Fig. 1: signal wires by layer
Bar = 20 um.
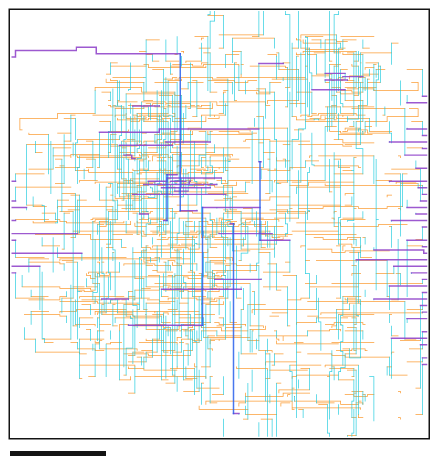
Fig. 2: pin map
Pins as bars across the die edge, other pins in grey.
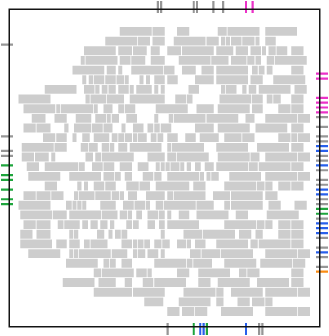
Fig. 3: register map, names as in the netlist
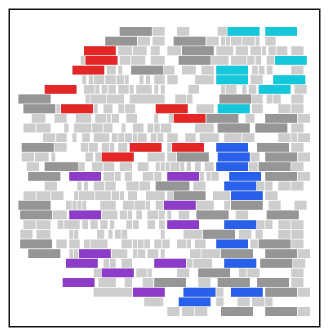
Fig. 4: the clock network
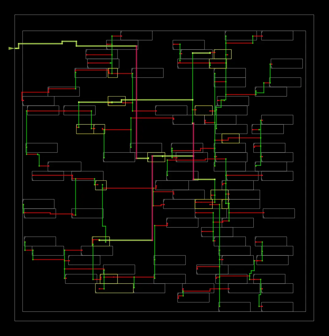
Fig. 5: clock distribution
Bar = 20 um.
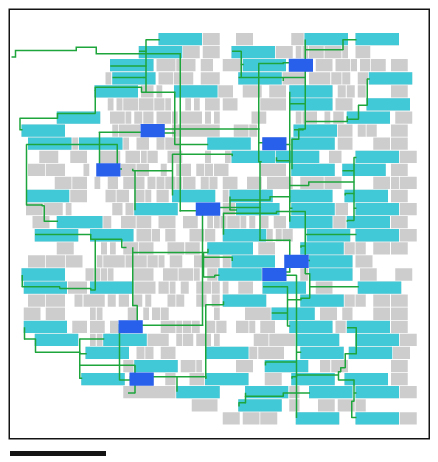
--- src/rtl/vga_timing_rx_pkg.sv ---
// vga_timing_rx_pkg
//   Shared constants and types for the 640x480@60 VGA timing receiver:
//   nominal line/frame geometry, counter and bus widths, and the lock
//   state machine encoding.
package vga_timing_rx_pkg;

   // Nominal 640x480@60 geometry (pixels / lines)
   localparam int DEF_H_SYNC  = 96;
   localparam int DEF_H_BP    = 48;
   localparam int DEF_H_ACT   = 640;
   localparam int DEF_H_TOTAL = 800;
   localparam int DEF_V_SYNC  = 2;
   localparam int DEF_V_BP    = 33;
   localparam int DEF_V_ACT   = 480;
   localparam int DEF_V_TOTAL = 525;

   // Counter and bus widths
   localparam int HCNT_W = 11;
   localparam int VCNT_W = 10;
   localparam int POS_W  = 10;
   localparam int RGB_W  = 12;
   localparam int ERR_W  = 8;

   typedef enum logic [1:0] {
      ST_SEARCH  = 2'd0,
      ST_ACQUIRE = 2'd1,
      ST_LOCKED  = 2'd2
   } rx_state_t;

endpackage

--- src/rtl/vga_timing_rx_if.sv ---
// vga_timing_rx_if
//   Bundles the incoming VGA stream and the recovered timing outputs.
//   master : stream source / consumer of recovered timing (testbench, link)
//   slave  : the receiver (vga_timing_rx)
//   Signals:
//     hs, vs       active-low syncs          rgb     {R,G,B} 4 bits each
//     x, y         active-area coordinates   de      pixel valid (locked)
//     pix          rgb aligned with x/y/de   frame_start  frame pulse
//     locked       geometry verified         err     violation pulse
//     err_cnt      saturating violation count
interface vga_timing_rx_if;
   import vga_timing_rx_pkg::*;

   logic             hs;
   logic             vs;
   logic [RGB_W-1:0] rgb;
   logic [POS_W-1:0] x;
   logic [POS_W-1:0] y;
   logic             de;
   logic [RGB_W-1:0] pix;
   logic             frame_start;
   logic             locked;
   logic             err;
   logic [ERR_W-1:0] err_cnt;

   modport master (
      output hs, vs, rgb,
      input  x, y, de, pix, frame_start, locked, err, err_cnt
   );

   modport slave (
      input  hs, vs, rgb,
      output x, y, de, pix, frame_start, locked, err, err_cnt
   );

endinterface

--- src/rtl/vga_timing_rx_axis_cnt.sv ---
// vga_axis_cnt
//   Saturating up-counter with synchronous load-to-zero, used for both the
//   horizontal (pixel) and vertical (line) position counters.
//   Ports:
//     clk, rst   clock, asynchronous active-high reset (count -> 0)
//     en_i       advance the count by one (sticks at all-ones)
//     load_i     force the count to zero; wins over en_i
//     cnt_o      current count
module vga_axis_cnt #(
   parameter int W = 11
) (
   input  logic         clk,
   input  logic         rst,
   input  logic         en_i,
   input  logic         load_i,
   output logic [W-1:0] cnt_o
);

   localparam logic [W-1:0] CNT_MAX = '1;

   logic [W-1:0] cnt_q;
   logic [W-1:0] cnt_d;

   always_comb begin
      cnt_d = cnt_q;
      if (load_i) begin
         cnt_d = '0;
      end else if (en_i && (cnt_q != CNT_MAX)) begin
         cnt_d = cnt_q + W'(1);
      end
   end

   always_ff @(posedge clk or posedge rst) begin
      if (rst) begin
         cnt_q <= '0;
      end else begin
         cnt_q <= cnt_d;
      end
   end

   assign cnt_o = cnt_q;

endmodule

--- src/rtl/vga_timing_rx.sv ---
// vga_timing_rx
//   Receiving end of the VGA link. Registers the active-low syncs and RGB,
//   recovers pixel/line position from the sync edges, checks line and frame
//   geometry against the nominal timing, and reports lock and error status.
//   Ports:
//     clk    pixel clock, rising edge
//     rst    asynchronous active-high reset
//     bus    vga_timing_rx_if.slave: hs/vs/rgb in; x, y, de, pix,
//            frame_start, locked, err, err_cnt out (all registered)
//   Latency: input sample -> x/y/de/pix/frame_start/err is 2 clk.
module vga_timing_rx
   import vga_timing_rx_pkg::*;
#(
   parameter int H_SYNC  = DEF_H_SYNC,
   parameter int H_BP    = DEF_H_BP,
   parameter int H_ACT   = DEF_H_ACT,
   parameter int H_TOTAL = DEF_H_TOTAL,
   parameter int V_SYNC  = DEF_V_SYNC,
   parameter int V_BP    = DEF_V_BP,
   parameter int V_ACT   = DEF_V_ACT,
   parameter int V_TOTAL = DEF_V_TOTAL
) (
   input  logic            clk,
   input  logic            rst,
   vga_timing_rx_if.slave  bus
);

   localparam logic [HCNT_W-1:0] H_SYNC_LAST  = HCNT_W'(H_SYNC - 1);
   localparam logic [HCNT_W-1:0] H_LINE_LAST  = HCNT_W'(H_TOTAL - 1);
   localparam logic [HCNT_W-1:0] H_ACT_LO     = HCNT_W'(H_SYNC + H_BP);
   localparam logic [HCNT_W-1:0] H_ACT_HI     = HCNT_W'(H_SYNC + H_BP + H_ACT - 1);
   localparam logic [HCNT_W-1:0] H_CNT_MAX    = '1;
   localparam logic [VCNT_W-1:0] V_FRAME_LAST = VCNT_W'(V_TOTAL - 1);
   localparam logic [VCNT_W-1:0] V_ACT_LO     = VCNT_W'(V_SYNC + V_BP);
   localparam logic [VCNT_W-1:0] V_ACT_HI     = VCNT_W'(V_SYNC + V_BP + V_ACT - 1);
   localparam logic [VCNT_W-1:0] V_CNT_MAX    = '1;

   function automatic logic [ERR_W-1:0] sat_inc(input logic [ERR_W-1:0] v);
      return (v == '1) ? v : v + ERR_W'(1);
   endfunction

   logic              hs_q;
   logic              vs_hf_q;     // vs as seen at the previous hs fall
   logic [RGB_W-1:0]  rgb_q;
   logic              hs_fall;
   logic              hs_rise;
   logic              frame_evt;
   logic              viol;
   logic [HCNT_W-1:0] hcnt;
   logic [VCNT_W-1:0] vcnt;
   logic              in_act;

   rx_state_t         state_q;
   rx_state_t         state_d;
   logic              err_set;
   logic              fs_set;
   logic              err_evt_q;
   logic              fs_evt_q;

   logic [POS_W-1:0]  x_q;
   logic [POS_W-1:0]  y_q;
   logic              de_q;
   logic [RGB_W-1:0]  pix_q;
   logic              frame_start_q;
   logic              locked_q;
   logic              err_q;
   logic [ERR_W-1:0]  err_cnt_q;

   // ---- Stage 1: input register ----
   // Syncs idle high out of reset so the first sample cannot look like an edge.
   always_ff @(posedge clk or posedge rst) begin
      if (rst) begin
         hs_q    <= 1'b1;
         vs_hf_q <= 1'b1;
         rgb_q   <= '0;
      end else begin
         hs_q  <= bus.hs;
         rgb_q <= bus.rgb;
         if (hs_fall) begin
            vs_hf_q <= bus.vs;
         end
      end
   end

   assign hs_fall   = hs_q & ~bus.hs;
   assign hs_rise   = ~hs_q & bus.hs;
   // A frame starts on the first hs fall that sees vs low after one that saw it high.
   assign frame_evt = hs_fall & ~bus.vs & vs_hf_q;

   // Counters are checked at their pre-update value: hcnt holds the count
   // of the last sample of the line/pulse that is ending.
   assign viol = (hs_fall   && (hcnt != H_LINE_LAST))  ||
                 (hs_rise   && (hcnt != H_SYNC_LAST))  ||
                 (frame_evt && (vcnt != V_FRAME_LAST)) ||
                 (hcnt == H_CNT_MAX) || (vcnt == V_CNT_MAX);

   vga_axis_cnt #(.W(HCNT_W)) u_hcnt (
      .clk    (clk),
      .rst    (rst),
      .en_i   (1'b1),
      .load_i (hs_fall),
      .cnt_o  (hcnt)
   );

   vga_axis_cnt #(.W(VCNT_W)) u_vcnt (
      .clk    (clk),
      .rst    (rst),
      .en_i   (hs_fall),
      .load_i (frame_evt),
      .cnt_o  (vcnt)
   );

   // ---- Lock state machine (updates alongside the counters) ----
   always_ff @(posedge clk or posedge rst) begin
      if (rst) begin
         state_q <= ST_SEARCH;
      end else begin
         state_q <= state_d;
      end
   end

   // A violation outranks a coincident frame start.
   always_comb begin
      state_d = state_q;
      case (state_q)
         ST_SEARCH:  if (frame_evt) state_d = ST_ACQUIRE;
         ST_ACQUIRE: if (viol) state_d = ST_SEARCH;
                     else if (frame_evt) state_d = ST_LOCKED;
         ST_LOCKED:  if (viol) state_d = ST_SEARCH;
         default:    state_d = ST_SEARCH;
      endcase
   end

   // err is qualified by the state the violation was seen in; frame_start by
   // the state being entered, so it lines up with the registered locked flag.
   always_comb begin
      err_set = viol && (state_q != ST_SEARCH);
      fs_set  = frame_evt && (state_d == ST_LOCKED);
   end

   always_ff @(posedge clk or posedge rst) begin
      if (rst) begin
         err_evt_q <= 1'b0;
         fs_evt_q  <= 1'b0;
      end else begin
         err_evt_q <= err_set;
         fs_evt_q  <= fs_set;
      end
   end

   assign in_act = (hcnt >= H_ACT_LO) && (hcnt <= H_ACT_HI) &&
                   (vcnt >= V_ACT_LO) && (vcnt <= V_ACT_HI);

   // ---- Stage 2: output register ----
   always_ff @(posedge clk or posedge rst) begin
      if (rst) begin
         x_q           <= '0;
         y_q           <= '0;
         de_q          <= 1'b0;
         pix_q         <= '0;
         frame_start_q <= 1'b0;
         locked_q      <= 1'b0;
         err_q         <= 1'b0;
         err_cnt_q     <= '0;
      end else begin
         locked_q      <= (state_q == ST_LOCKED);
         de_q          <= in_act && (state_q == ST_LOCKED);
         pix_q         <= (in_act && (state_q == ST_LOCKED)) ? rgb_q : '0;
         frame_start_q <= fs_evt_q;
         err_q         <= err_evt_q;
         if (in_act) begin
            x_q <= POS_W'(hcnt - H_ACT_LO);
            y_q <= POS_W'(vcnt - V_ACT_LO);
         end
         if (err_evt_q) begin
            err_cnt_q <= sat_inc(err_cnt_q);
         end
      end
   end

   assign bus.x           = x_q;
   assign bus.y           = y_q;
   assign bus.de          = de_q;
   assign bus.pix         = pix_q;
   assign bus.frame_start = frame_start_q;
   assign bus.locked      = locked_q;
   assign bus.err         = err_q;
   assign bus.err_cnt     = err_cnt_q;

endmodule
--- src/flat_wrapper.sv ---
// flat-port wrapper written by rule: the top's interface ports become plain ports
module vga_timing_rx_flat import vga_timing_rx_pkg::*;
#(
   parameter int H_SYNC  = DEF_H_SYNC,
   parameter int H_BP    = DEF_H_BP,
   parameter int H_ACT   = DEF_H_ACT,
   parameter int H_TOTAL = DEF_H_TOTAL,
   parameter int V_SYNC  = DEF_V_SYNC,
   parameter int V_BP    = DEF_V_BP,
   parameter int V_ACT   = DEF_V_ACT,
   parameter int V_TOTAL = DEF_V_TOTAL
)
  (clk, rst, bus_hs, bus_vs, bus_rgb, bus_x, bus_y, bus_de, bus_pix, bus_frame_start, bus_locked, bus_err, bus_err_cnt);
  vga_timing_rx_if bus_i ();
  input  logic clk;
  input  logic rst;
  input wire logic [$bits(bus_i.hs)-1:0] bus_hs;
  input wire logic [$bits(bus_i.vs)-1:0] bus_vs;
  input wire logic [$bits(bus_i.rgb)-1:0] bus_rgb;
  output wire logic [$bits(bus_i.x)-1:0] bus_x;
  output wire logic [$bits(bus_i.y)-1:0] bus_y;
  output wire logic [$bits(bus_i.de)-1:0] bus_de;
  output wire logic [$bits(bus_i.pix)-1:0] bus_pix;
  output wire logic [$bits(bus_i.frame_start)-1:0] bus_frame_start;
  output wire logic [$bits(bus_i.locked)-1:0] bus_locked;
  output wire logic [$bits(bus_i.err)-1:0] bus_err;
  output wire logic [$bits(bus_i.err_cnt)-1:0] bus_err_cnt;
  assign bus_i.hs = bus_hs;
  assign bus_i.vs = bus_vs;
  assign bus_i.rgb = bus_rgb;
  assign bus_x = bus_i.x;
  assign bus_y = bus_i.y;
  assign bus_de = bus_i.de;
  assign bus_pix = bus_i.pix;
  assign bus_frame_start = bus_i.frame_start;
  assign bus_locked = bus_i.locked;
  assign bus_err = bus_i.err;
  assign bus_err_cnt = bus_i.err_cnt;
  vga_timing_rx #(.H_SYNC(H_SYNC), .H_BP(H_BP), .H_ACT(H_ACT), .H_TOTAL(H_TOTAL), .V_SYNC(V_SYNC), .V_BP(V_BP), .V_ACT(V_ACT), .V_TOTAL(V_TOTAL)) u_core (.clk(clk), .rst(rst), .bus(bus_i));
endmodule
--- config.mk ---
export PLATFORM = sky130hd
export DESIGN_NAME = vga_timing_rx_flat
export DESIGN_NICKNAME = d
export VERILOG_FILES = /design/src/rtl/vga_timing_rx_pkg.sv /design/src/rtl/vga_timing_rx_if.sv /design/src/rtl/vga_timing_rx_axis_cnt.sv /design/src/rtl/vga_timing_rx.sv /design/src/flat_wrapper.sv
export SDC_FILE = /design/constraint.sdc
export NUM_CORES = 1
export LEC_CHECK = 0
export ABC_CLOCK_PERIOD_IN_PS = 5180
export CAP_MARGIN = 20
export CORE_AREA = 2 2 85 87
export DETAILED_ROUTE_END_ITERATION = 10
export DIE_AREA = 0 0 87 89
export GPL_ROUTABILITY_DRIVEN = 0
export PLACE_DENSITY = 0.8
export SYNTH_ARGS = -nofsm -noshare
export SYNTH_HDL_FRONTEND = slang
export SYNTH_SLANG_ARGS = --single-unit
--- constraint.sdc ---
create_clock -name clk -period 5.18 [get_ports clk]
set_clock_uncertainty 0.05 [all_clocks]
set_input_delay 1.036 -clock clk [delete_from_list [all_inputs] [get_ports clk]]
set_output_delay 1.036 -clock clk [all_outputs]
set_load 0.01 [all_outputs]
==> Changelog: implementation <==
## Flow update

- Post-synthesis cell type with the largest combined area: dfrtp_1
- Largest delay contributor family on the critical path: simple AND/OR/NAND/NOR gates
- And+or+nand+nor area frac: 17.44%
- Synth top cells by count: dfrtp_1, nor2_1, nand2_1
- Top cells by area: dfrtp_1, xor2_1, mux2_2
- Bufs on Longest Clock Path: 2
- Synthesized netlist net count: 354
- Mean number of vias per cell: 5.727
- Highest metal layer used by the detailed router: met4
- Placeable core region: 6719 sq um
- GR met3 Demand/Resource: 4.247%
- Number of warnings in the stage logs: 32
- Total net switching power: 442.9 uW
- Total negative slack: 0 ps
- Io pins: 60
- Least-Margin Pin Slew: 838.4 ps
- Startpoint types: flop
- Yosys xor share: 6.869%
- Worst rel slew slack: 43.99%
- Top contributor to total power: sequential cells
- Hold-fix buffers at CTS: 0
- FF+latch count, synth: 83
- Sequential area share after synthesis: 54.37%
- Asr flop ratio synth: 100.0%
- Primary FF master, synth: dfrtp_1
- Power Combinational: 234 uW
- Library cell used as clock root buffer: clkbuf_8
- Power Dens Cells: 325.2 nW/um^2
- Post-route ant nets: 0
- Peak supply drop: 0.1965 mV
- Net count of the finished layout: 410
- EDFF count, synth: 0
- Result of the run: finished, final reports clean
- Number of global-route vias before repair: 2576
- Share of layout cells above drive strength 1: 13.88%
- Kind of critical path: reg -> reg
- Total non-filler cell area in the finished layout: 4609 sq um
- Slew Limit Fails: 0
- Int Pwr: 1056 uW
- Hold path endpoint: u_core.bus.frame_start$_DFF_PP0_
- Flop pwr share: 52.0%
- Yosys cell count: 328
- Most crowded layer after global routing: met2
- First-pass detailed-route iteration total: 4
- WL met2: 3377 um
- Top cell type's share of synthesized area: 52.99%
- Count of mapped cells out of synthesis: 328
- Effective utilization at floorplan: 56.93%
- Hold WS: 305.6 ps
- Diode count: 0
- Crit path buf inv count: 1
- Placed standard-cell area: 4375 sq um
- Wire length on met1: 3426 um
- CP Cell Sequence: nor4_1 -> o211ai_1 -> a21oi_2 -> and3_1 -> buf_8 -> mux2_4
- Met1 track demand over resource: 28.58%
- Worst flop-to-flop path startpoint: u_core.u_vcnt.cnt_o[6]$_DFFE_PP0P_
- Logic depth of the worst setup path including buffers: 6
- Chip area in the Yosys report: 3825 sq um
- Final Hold Violation Tally: 0
- Prevailing logic family in the synthesized netlist: simple AND/OR/NAND/NOR gates
- Reg-to-reg critical path endpoint: u_core.bus.x[9]$_DFFE_PP0N_
- Kind of end point of the critical path: flop
- Setup repair after global routing missed its margin: false
- Die area: 7743 sq um
## Picture notes: Fig. 1
Key: orange = metal 1 [wire length 3430 um]; cyan = metal 2 [wire length 3380 um]; blue = metal 4 [wire length 122 um]; purple = metal 3 [wire length 449 um]
vias: 2686
detail-routed net length per standard cell: 15.72 um
total length of routed wires: 7375 um
overall track demand over capacity in global routing: 20.98%

## Picture notes: Fig. 2
Key: blue = `bus_rgb` [pins 12, direction input, edge 9 east, 3 south]; green = `bus_x` [pins 10, direction output, edge 6 west, 2 east, 2 south]; magenta = `bus_err_cnt` [pins 8, direction output, edge 6 east, 2 north]; orange = `bus_locked` [pins 1, direction output, edge east]
All pins by edge: 34 east, 10 west, 8 north, 8 south.
count of buffers from port buffering: 59
die width: 87 um
Die Y-Extent: 89 um

## Picture notes: Fig. 3
Key: blue = `u_core.rgb_q` [sequential cells 12]; purple = `u_core.u_hcnt.cnt_o` [sequential cells 11]; red = `u_core.u_vcnt.cnt_o` [sequential cells 10]; cyan = `u_core.bus.err_cnt` [sequential cells 8, where north-east]
Another 42 sequential cells are not coloured.
end-of-flow core utilization: 68.60%
flop share of the area: 45.11%
area used by sequential logic in the layout: 2079 sq um
sequential-cell power consumption: 779 uW

## Picture notes: Fig. 4
Clock net power: 486 uW
flop count: 83
clock sink total: 83
Num CTS Buffers: 9
clock buffer count: 11

## Picture notes: Fig. 5
Key: blue = clock drivers [count 9]; cyan = flip-flops [count 83]; green = clock wires [length 975 um]
Position of the flops: all over the die. There are 10 routed clock nets.
Clock Latency Late Sink: 350 ps
clock network fraction of design power: 32.4%

==> final cells by class <==
| class | instances | area, sq um |
|---|---|---|
| timing repair buffer | 63 | 628.1 |
| fill | 481 | 2110 |
| inverter | 10 | 38.79 |
| clock inverter | 5 | 60.06 |
| sequential | 83 | 2079 |
| multi-input combinational | 217 | 1551 |
| clock buffer | 11 | 151.4 |
| tap | 80 | 100.1 |
==> through the flow <==
| stage | total power (uW) | instances | setup slack, ps |
|---|---|---|---|
| after detailed placement | 1020 | 451 | 2039 |
| after floorplan | 951.6 | 328 | 1961 |
| final | 1499 | 469 | 2575 |
| after global routing | 1574 | 469 | 2386 |
| after CTS | 1509 | 467 | 2394 |
| after global placement | 1010 | 451 | 2065 |
Power is estimated from default activity; no workload was simulated.
